==> run_1/pins.png <==
Drawn at 3 px/um. Pins as bars across the die edge, other pins in gray.
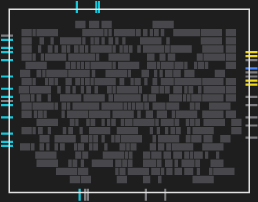
==> run_1/registers.png <==
Drawn at 3 px/um. Other sequential cells in the stronger gray, the rest of the logic in the fainter gray.
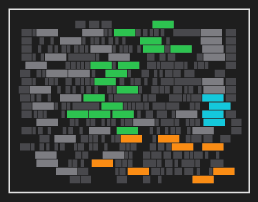
==> run_1/final_congestion.png <==
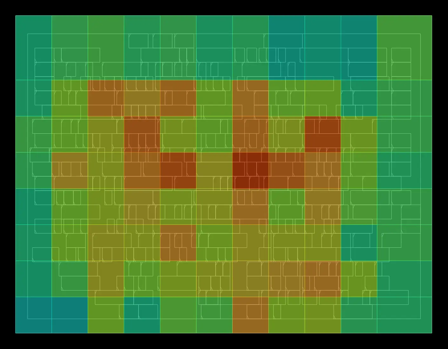
==> run_1/metal_stack.png <==
Drawn at 4 px/um.
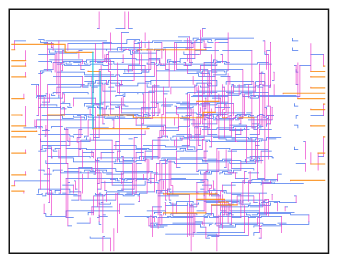
File: src/rtl/display_scan_ctrl_pkg.sv
// Shared definitions for the display scan controller: FSM encodings, BCD limit and default timing.
package display_scan_ctrl_pkg;

   localparam logic [0:0] S_BLANK = 1'b0;
   localparam logic [0:0] S_SHOW  = 1'b1;

   localparam int unsigned BCD_MAX   = 9;
   localparam int unsigned DEF_N_DIG = 4;
   localparam int unsigned DEF_PRESC = 250;
   localparam int unsigned DEF_BLANK = 8;

   // True for nibbles that are not a legal decimal digit.
   function automatic logic bcd_invalid(input logic [3:0] d);
      return d > 4'(BCD_MAX);
   endfunction

endpackage

File: src/rtl/display_scan_ctrl_slot_timer.sv
// Digit-slot prescaler: counts 0..PRESC-1 and flags the dead-time window and last cycle of a slot.
module slot_timer
   import display_scan_ctrl_pkg::*;
#(
   parameter int unsigned PRESC = DEF_PRESC,
   parameter int unsigned BLANK = DEF_BLANK,
   parameter int unsigned CW    = (PRESC > 1) ? $clog2(PRESC) : 1
) (
   input  logic          clk,
   input  logic          rst,
   output logic [CW-1:0] o_cnt,
   output logic          o_in_blank_c,
   output logic          o_slot_end_c
);

   logic [CW-1:0] r_cnt;

   assign o_cnt        = r_cnt;
   assign o_slot_end_c = (r_cnt == CW'(PRESC - 1));
   assign o_in_blank_c = (r_cnt < CW'(BLANK));

   always_ff @(posedge clk) begin
      if (rst) begin
         r_cnt <= '0;
      end else if (o_slot_end_c) begin
         r_cnt <= '0;
      end else begin
         r_cnt <= r_cnt + CW'(1);
      end
   end

endmodule

File: src/rtl/display_scan_ctrl.sv
// Multiplexed 7-segment scan controller: one digit per slot with dead time, leading-zero
// blanking, lamp test and a frame-synchronous load handshake.
module display_scan_ctrl
   import display_scan_ctrl_pkg::*;
#(
   parameter int unsigned N_DIG = DEF_N_DIG,
   parameter int unsigned PRESC = DEF_PRESC,
   parameter int unsigned BLANK = DEF_BLANK
) (
   input  logic               clk,
   input  logic               rst,
   input  logic [4*N_DIG-1:0] valor,
   input  logic               cargar,
   output logic               listo,
   input  logic               lz_en,
   input  logic               lamp_test,
   input  logic               apagar,
   output logic [3:0]         dec_bcd,
   output logic               dec_lt_n,
   output logic               dec_bi_n,
   output logic [N_DIG-1:0]   an,
   output logic               frame_tick,
   output logic               err
);

   localparam int unsigned DW = 4 * N_DIG;
   localparam int unsigned IW = (N_DIG > 1) ? $clog2(N_DIG) : 1;
   localparam int unsigned CW = (PRESC > 1) ? $clog2(PRESC) : 1;

   logic [CW-1:0]    w_cnt;
   logic             w_in_blank;
   logic             w_slot_end;
   logic [0:0]       r_state;
   logic [0:0]       w_state_nxt;
   logic [IW-1:0]    r_idx;
   logic [DW-1:0]    r_disp;
   logic [DW-1:0]    r_shadow;
   logic             r_listo;
   logic             r_err;
   logic [N_DIG-1:0] r_an;
   logic [3:0]       r_bcd;
   logic             r_lt_n;
   logic             r_bi_n;
   logic             r_ft;
   logic             w_last;
   logic             w_wrap;
   logic             w_cap;
   logic             w_show;
   logic [3:0]       w_digit;
   logic             w_upper_zero;
   logic             w_shadow_bad;
   logic [N_DIG-1:0] w_an_nxt;
   logic [3:0]       w_bcd_nxt;
   logic             w_lt_n_nxt;
   logic             w_bi_n_nxt;

   slot_timer #(
      .PRESC (PRESC),
      .BLANK (BLANK),
      .CW    (CW)
   ) u_slot_timer (
      .clk          (clk),
      .rst          (rst),
      .o_cnt        (w_cnt),
      .o_in_blank_c (w_in_blank),
      .o_slot_end_c (w_slot_end)
   );

   assign w_last = (r_idx == IW'(N_DIG - 1));
   assign w_wrap = w_slot_end && w_last;
   assign w_cap  = cargar && r_listo;
   assign w_show = (r_state == S_SHOW) && !w_in_blank;

   always_ff @(posedge clk) begin
      if (rst) r_state <= S_BLANK;
      else     r_state <= w_state_nxt;
   end

   always_comb begin
      w_state_nxt = r_state;
      case (r_state)
         S_BLANK: if (w_cnt == CW'(BLANK - 1)) w_state_nxt = S_SHOW;
         S_SHOW:  if (w_slot_end)              w_state_nxt = S_BLANK;
         default: w_state_nxt = S_BLANK;
      endcase
   end

   // Current digit, "this digit and all above are zero", and shadow validity.
   always_comb begin
      w_digit      = 4'd0;
      w_upper_zero = 1'b1;
      w_shadow_bad = 1'b0;
      for (int j = 0; j < int'(N_DIG); j++) begin
         if (IW'(j) == r_idx) w_digit = r_disp[4*j +: 4];
         if (IW'(j) >= r_idx && r_disp[4*j +: 4] != 4'd0) w_upper_zero = 1'b0;
         if (bcd_invalid(r_shadow[4*j +: 4])) w_shadow_bad = 1'b1;
      end
   end

   always_comb begin
      w_an_nxt   = '0;
      w_bcd_nxt  = 4'd0;
      w_lt_n_nxt = 1'b1;
      w_bi_n_nxt = 1'b0;
      if (w_show && !apagar) begin
         w_an_nxt  = N_DIG'(1) << r_idx;
         w_bcd_nxt = w_digit;
         if (lamp_test) begin
            w_lt_n_nxt = 1'b0;
            w_bi_n_nxt = 1'b1;
         end else if (bcd_invalid(w_digit)) begin
            w_bi_n_nxt = 1'b0;
         end else if (lz_en && w_upper_zero && r_idx != '0) begin
            w_bi_n_nxt = 1'b0;
         end else begin
            w_bi_n_nxt = 1'b1;
         end
      end
   end

   always_ff @(posedge clk) begin
      if (rst) begin
         r_idx <= '0;
      end else if (w_slot_end) begin
         r_idx <= w_last ? '0 : r_idx + IW'(1);
      end
   end

   // Capture has priority; a commit can only happen while a load is pending (listo low).
   always_ff @(posedge clk) begin
      if (rst) begin
         r_shadow <= '0;
         r_disp   <= '0;
         r_listo  <= 1'b1;
         r_err    <= 1'b0;
      end else if (w_cap) begin
         r_shadow <= valor;
         r_listo  <= 1'b0;
      end else if (w_wrap && !r_listo) begin
         r_disp   <= r_shadow;
         r_listo  <= 1'b1;
         r_err    <= r_err | w_shadow_bad;
      end
   end

   always_ff @(posedge clk) begin
      if (rst) begin
         r_an   <= '0;
         r_bcd  <= 4'd0;
         r_lt_n <= 1'b1;
         r_bi_n <= 1'b0;
         r_ft   <= 1'b0;
      end else begin
         r_an   <= w_an_nxt;
         r_bcd  <= w_bcd_nxt;
         r_lt_n <= w_lt_n_nxt;
         r_bi_n <= w_bi_n_nxt;
         r_ft   <= w_wrap;
      end
   end

   assign an         = r_an;
   assign dec_bcd    = r_bcd;
   assign dec_lt_n   = r_lt_n;
   assign dec_bi_n   = r_bi_n;
   assign frame_tick = r_ft;
   assign listo      = r_listo;
   assign err        = r_err;

endmodule

File: config.mk
export PLATFORM = sky130hd
export DESIGN_NAME = display_scan_ctrl
export DESIGN_NICKNAME = d
export VERILOG_FILES = /design/src/rtl/display_scan_ctrl_pkg.sv /design/src/rtl/display_scan_ctrl_slot_timer.sv /design/src/rtl/display_scan_ctrl.sv
export SDC_FILE = /design/constraint.sdc
export NUM_CORES = 1
export LEC_CHECK = 0
export CORE_ASPECT_RATIO = 0.75
export CORE_MARGIN = 2
export CORE_UTILIZATION = 53
export CTS_BUF_LIST = sky130_fd_sc_hd__clkbuf_16
export DETAILED_ROUTE_END_ITERATION = 16
export HOLD_SLACK_MARGIN = 0.03
export MAX_ROUTING_LAYER = met4
export PLACE_DENSITY = 0.79
export SKIP_CTS_REPAIR_TIMING = 1
export SYNTH_ARGS = -nofsm -noshare
export SYNTH_HDL_FRONTEND = slang
export SYNTH_HIERARCHICAL = 1
export SYNTH_SLANG_ARGS = --single-unit
File: constraint.sdc
create_clock -name clk -period 2.46 [get_ports clk]
set_clock_uncertainty 0.05 [all_clocks]
set_input_delay 0.492 -clock clk [delete_from_list [all_inputs] [get_ports clk]]
set_output_delay 0.492 -clock clk [all_outputs]
set_load 0.01 [all_outputs]
==> impl_metrics.yaml, run 1 <==
# generated from flow reports
status:
  outcome: "completed"
setup_path:
  crit_path_max_fanout: 9
  critical_path.top_delay_family: "AND-OR/OR-AND gates"
  cp_slowest_cell: "dfxtp_1"
pwr:
  p_comb_share_pct: 6.1
  p_sw_w: 0.000376
  p_int_w: 0.00136
  seqPwrFrac_pct: 55.0
  p_leak_nw: 0.959
hold_path:
  worstHoldStart: "r_shadow[0]"
  holdCritPathClass: "flop to flop"
global_routing:
  grt_pass1_vias: 1609
  grt_max_degree: 41
  grt_first_pass_wirelength_um: 7570
  grt-ovfl-total: 0
detailed_routing:
  drtPass1Iterations: 4
  final_antenna_net_count: 0
sta:
  rsz0062_at_grt: "no"
  slew_headroom_pct: 59.0
  totalNegativeSetupSlack_ns: 0
  post-route-min-period_ns: 2.04
  hold_violations: 0
  drv_slew: 0
clock_tree:
  cts.path.max_buffers: 2
  clock-sinks: 56
  path_clk_slew_ns: 0.07
layout:
  layout_top_cells: "nand2_1, dfxtp_1, a21oi_1"
  drive_gt1_share_pct: 4.22
logic_synthesis:
  syn_area_per_cell_um2: 8.14
  synth.comb.largest_family: "simple AND/OR/NAND/NOR gates"
  synthAoiAreaFrac_pct: 14.3
  ys_seq_share_pct: 49.5
Back to the opening pictures, pins.png:
dec_bcd: marked yellow, pins 4, direction output, edge right. dec_bi_n: marked blue, pins 1, direction output, edge right. valor: marked cyan, pins 16, direction input, edge 12 left, 3 top, 1 bottom.
IO buf count: 34
Die Wd: 79.5 um
chip height: 60.6 um

Back to the opening pictures, registers.png:
an: marked cyan, flops 4, where right middle. r_disp: marked green, flops 16. u_slot_timer/o_cnt: marked orange, flops 8.
Another 28 sequential cells are not colored.

Back to the opening pictures, final_congestion.png:
post-DR wirelength/cell: 12.2 um
Most Crowded Layer GR: met1
routing usage on met1: 30.2%
Final Util: 67.9%

Back to the opening pictures, metal_stack.png:
met3: marked orange, wire length 230 um. met2: marked magenta, wire length 1770 um. met4: marked cyan, wire length 29.9 um. met1: marked blue, wire length 2380 um.
Overall Global Routing Usage: 20.9%
vias: 1868
Routed WL: 4410 um

## run 1: tightest hold or removal path, cell delays in order (launching register included)
cell and delay [ns]:
dfxtp_1 0.31, nand2_1 0.05, a21oi_1 0.05
## run 1: sequential cells by signal, indices dropped and copies added, names as in the netlist
| register | flops |
|---|---|
| r_disp | 16 |
| r_shadow | 16 |
| u_slot_timer/o_cnt | 8 |
| an | 4 |
| dec_bcd | 4 |
| r_idx | 2 |
| dec_bi_n | 1 |
| dec_lt_n | 1 |
| err | 1 |
| frame_tick | 1 |
| listo | 1 |
| r_state | 1 |
## run 1: power by group through the flow
| stage | logic [W] | registers, W | clock network, W |
|---|---|---|---|
| 2_1_floorplan | 0.0000575 | 0.000968 | 0 |
| 3_3_place_gp | 0.000104 | 0.000972 | 0 |
| 3_5_place_dp | 0.000107 | 0.000973 | 0 |
| 4_1_cts | 0.000107 | 0.000952 | 0.000681 |
| 5_1_grt | 0.000119 | 0.000956 | 0.000729 |
| 6_report | 0.000106 | 0.000952 | 0.000673 |
## run 1: path summary, 6_finish.rpt
path                             endpoint  slack, ns  cells after the start
worst min register to register  r_disp[0]       0.40                      2
worst min-delay path            r_disp[0]       0.40                      2
worst max register to register   dec_bi_n       0.42                      6
worst max-delay path             dec_bi_n       0.42                      6
## run 1: final cells by class
type,instances,area [um2]
inverter,10,37.5
multi-input combinational,199,1050
sequential,56,1120
tap,55,68.8
clock inverter,2,12.5
fill,350,1310
timing repair buffer,36,355
clock buffer,5,125
## run 1: per-layer routing
| layer | GRT usage (%) | wire (um) | up-vias |
|---|---|---|---|
| li1 | - | - | 1001 |
| met1 | 30.2 | 2380 | 811 |
| met2 | 29.5 | 1770 | 52 |
| met3 | 4.61 | 229 | 4 |
| met4 | 5.91 | 29 | 0 |
| met5 | - | 0 | - |
## run 1: cells in the mapped netlist
cell type,n,area (um2)
a211oi_1,2,15.0
a21oi_1,39,195
a221oi_1,2,17.5
a31oi_1,3,18.8
and2_1,3,18.8
buf_2,6,30.0
clkbuf_1,7,26.3
dfxtp_1,56,1120
ha_1,7,87.6
inv_1,10,37.5
mux2i_1,1,10.0
nand2_1,78,293
nand2b_1,1,6.26
nand3_1,5,25.0
nand3b_1,3,22.5
nand4_1,1,6.26
nand4_2,1,12.5
nand4b_1,1,8.76
nor2_1,15,56.3
nor2_2,1,6.26
nor3_1,6,30.0
nor3b_1,3,22.5
nor4_1,2,12.5
nor4_2,1,12.5
nor4b_1,1,8.76
o211ai_1,1,7.51
o21ai_0,7,35.0
o21bai_1,1,7.51
o221ai_1,1,8.76
o311a_1,1,10.0
o31ai_1,1,7.51
or2_2,1,6.26
or3_1,3,18.8
or4_1,2,15.0
or4b_1,2,20.0
xnor2_1,1,8.76
xor2_1,2,17.5
## run 1: through the flow
step	instances	worst slack, ns	utilization (%)	total power, W	hold WS (ns)
floorplan	278	0.619	-	0.00103	0.382
global placement	356	0.456	64.5	0.00108	0.395
detailed placement	356	0.374	64.5	0.00108	0.395
CTS	363	0.443	67.9	0.00174	0.405
global route	363	0.209	67.9	0.00180	0.429
finish	363	0.416	67.9	0.00173	0.404
--- run 2 (diff from run 1) ---
- CORE_UTILIZATION: 53 -> 47
- PLACE_DENSITY: 0.79 -> 0.74
- clock period: 2.46 -> 1.8 ns (I/O delays scaled with it)
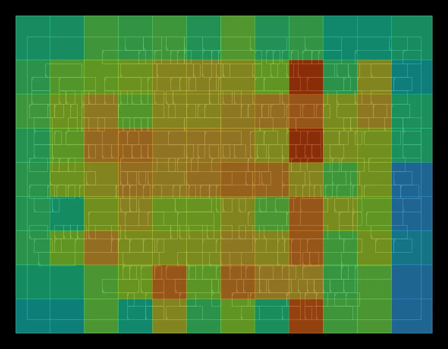
(run_2/final_congestion.png)
GR Layer Usage met2: 26.4%
post-DR wirelength/cell: 12.5 um
Final Util: 65.2%

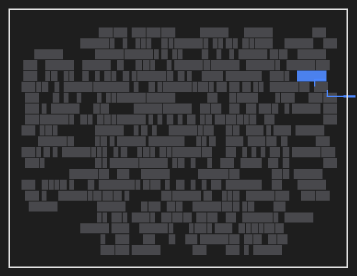
(run_2/port_nets.png)
Drawn at 4 px/um.
dec_bi_n: marked blue, bits 1, direction output, edge right, end cells 1, buffers 1, wire 10.4 um.
IO Pins: 35

==> run 2 against run 1 <==
Net effect: area after synthesis stayed put; register-to-register slack got worse by 0.30 ns; non-clock buffer count rose by 20; sequential share of layout area decreased by 2.6 points; global-route usage shrank 1.2 points; first-iteration DRC count increased by 72%; combinational power increased by 51%; setup slack got worse by 0.31 ns; critical endpoint is now listo; largest cell class unchanged; highest routed layer unchanged.
==> impl_metrics.yaml, run 2 <==
# generated from flow reports
layout:
  layout_top_cells: "nand2_1, dfxtp_1, a21oi_1"
logic_synthesis:
  edf_count: 0
  syn_area_per_cell_um2: 8.14
  synthArstFlopShare_pct: 0
  ys.flop_type: "dfxtp_1"
setup_path:
  critical_path.top_delay_family: "buffers and inverters"
  r2r_end: "dec_bi_n"
  worstRegToRegCells: 6
detailed_routing:
  vias: 1993
  final_antenna_net_count: 0
global_routing:
  grt_max_degree: 25
  grt-ovfl-total: 0
  grt_pass1_vias: 1741
pwr:
  p_comb_share_pct: 6.7
  p_sw_w: 0.000530
hold_path:
  holdCritPathClass: "flop to flop"
floorplanning:
  die_y_um: 64.1
  die_w_um: 84.1
sta:
  holdWs_ns: 0.405
  rsz0062_at_grt: "no"
status:
  outcome: "completed"
-- run 2: cell families after synthesis --
family | after synthesis | share of synthesized area (%)
and+or+nand+nor | 130 | 26.6
adders and majority gates | 7 | 3.87
buffers and inverters | 23 | 4.15
xor gates and xnor gates | 3 | 1.16
muxes | 1 | 0.442
DFF | 56 | 49.5
AOI/OAI and AO/OA | 58 | 14.3
-- run 2: power groups by stage --
stage          Clock (W)  Sequential (W)  Combinational, W
6_report        0.000940         0.00130          0.000160
5_1_grt          0.00103         0.00130          0.000183
4_1_cts         0.000958         0.00130          0.000161
3_5_place_dp           0         0.00133          0.000160
3_3_place_gp           0         0.00133          0.000157
2_1_floorplan          0         0.00132         0.0000785
-- run 2: cell type report --
type / instances / area, um2 / area share, %
Sequential cell: 56 / 1120 / 37.9
Timing Repair Buffer: 56 / 518 / 17.5
Tap cell: 57 / 71.3 / 2.41
Multi-Input combinational cell: 199 / 1070 / 36.1
Inverter: 10 / 37.5 / 1.27
Clock inverter: 3 / 18.8 / 0.633
Clock buffer: 5 / 125 / 4.22
-- run 2: how the worst max path moves through the flow --
stage                           from  cells after the start  slack [ns]         end
2_1_floorplan  u_slot_timer/o_cnt[0]                      9       0.001  r_disp[11]
3_3_place_gp                   lz_en                      5       -0.05    dec_bi_n
3_5_place_dp               lamp_test                      5       -0.09    dec_bi_n
4_1_cts                     r_idx[0]                      5      -0.002    dec_bi_n
5_1_grt                     r_idx[1]                      6        0.01    dec_bi_n
6_report                       listo                      1        0.10       listo
-- run 2: metal layers --
metal / GRT usage [%] / vias up / routed length (um)
met5: - / - / 0
met4: 7.26 / 0 / 34
met2: 26.4 / 52 / 2090
met3: 3.62 / 4 / 263
li1: - / 1041 / -
met1: 29.5 / 896 / 2450
-- run 2: stage by stage --
step / setup slack (ns) / cell area, um2
final: 0.102 / 2960
after global routing: 0.00976 / 2960
after CTS: -0.00183 / 2940
after detailed placement: -0.0882 / 2800
after global placement: -0.0494 / 2800
after floorplan: 0.00139 / 2270
No activity file was given, so power comes from the tool's default toggle rates.
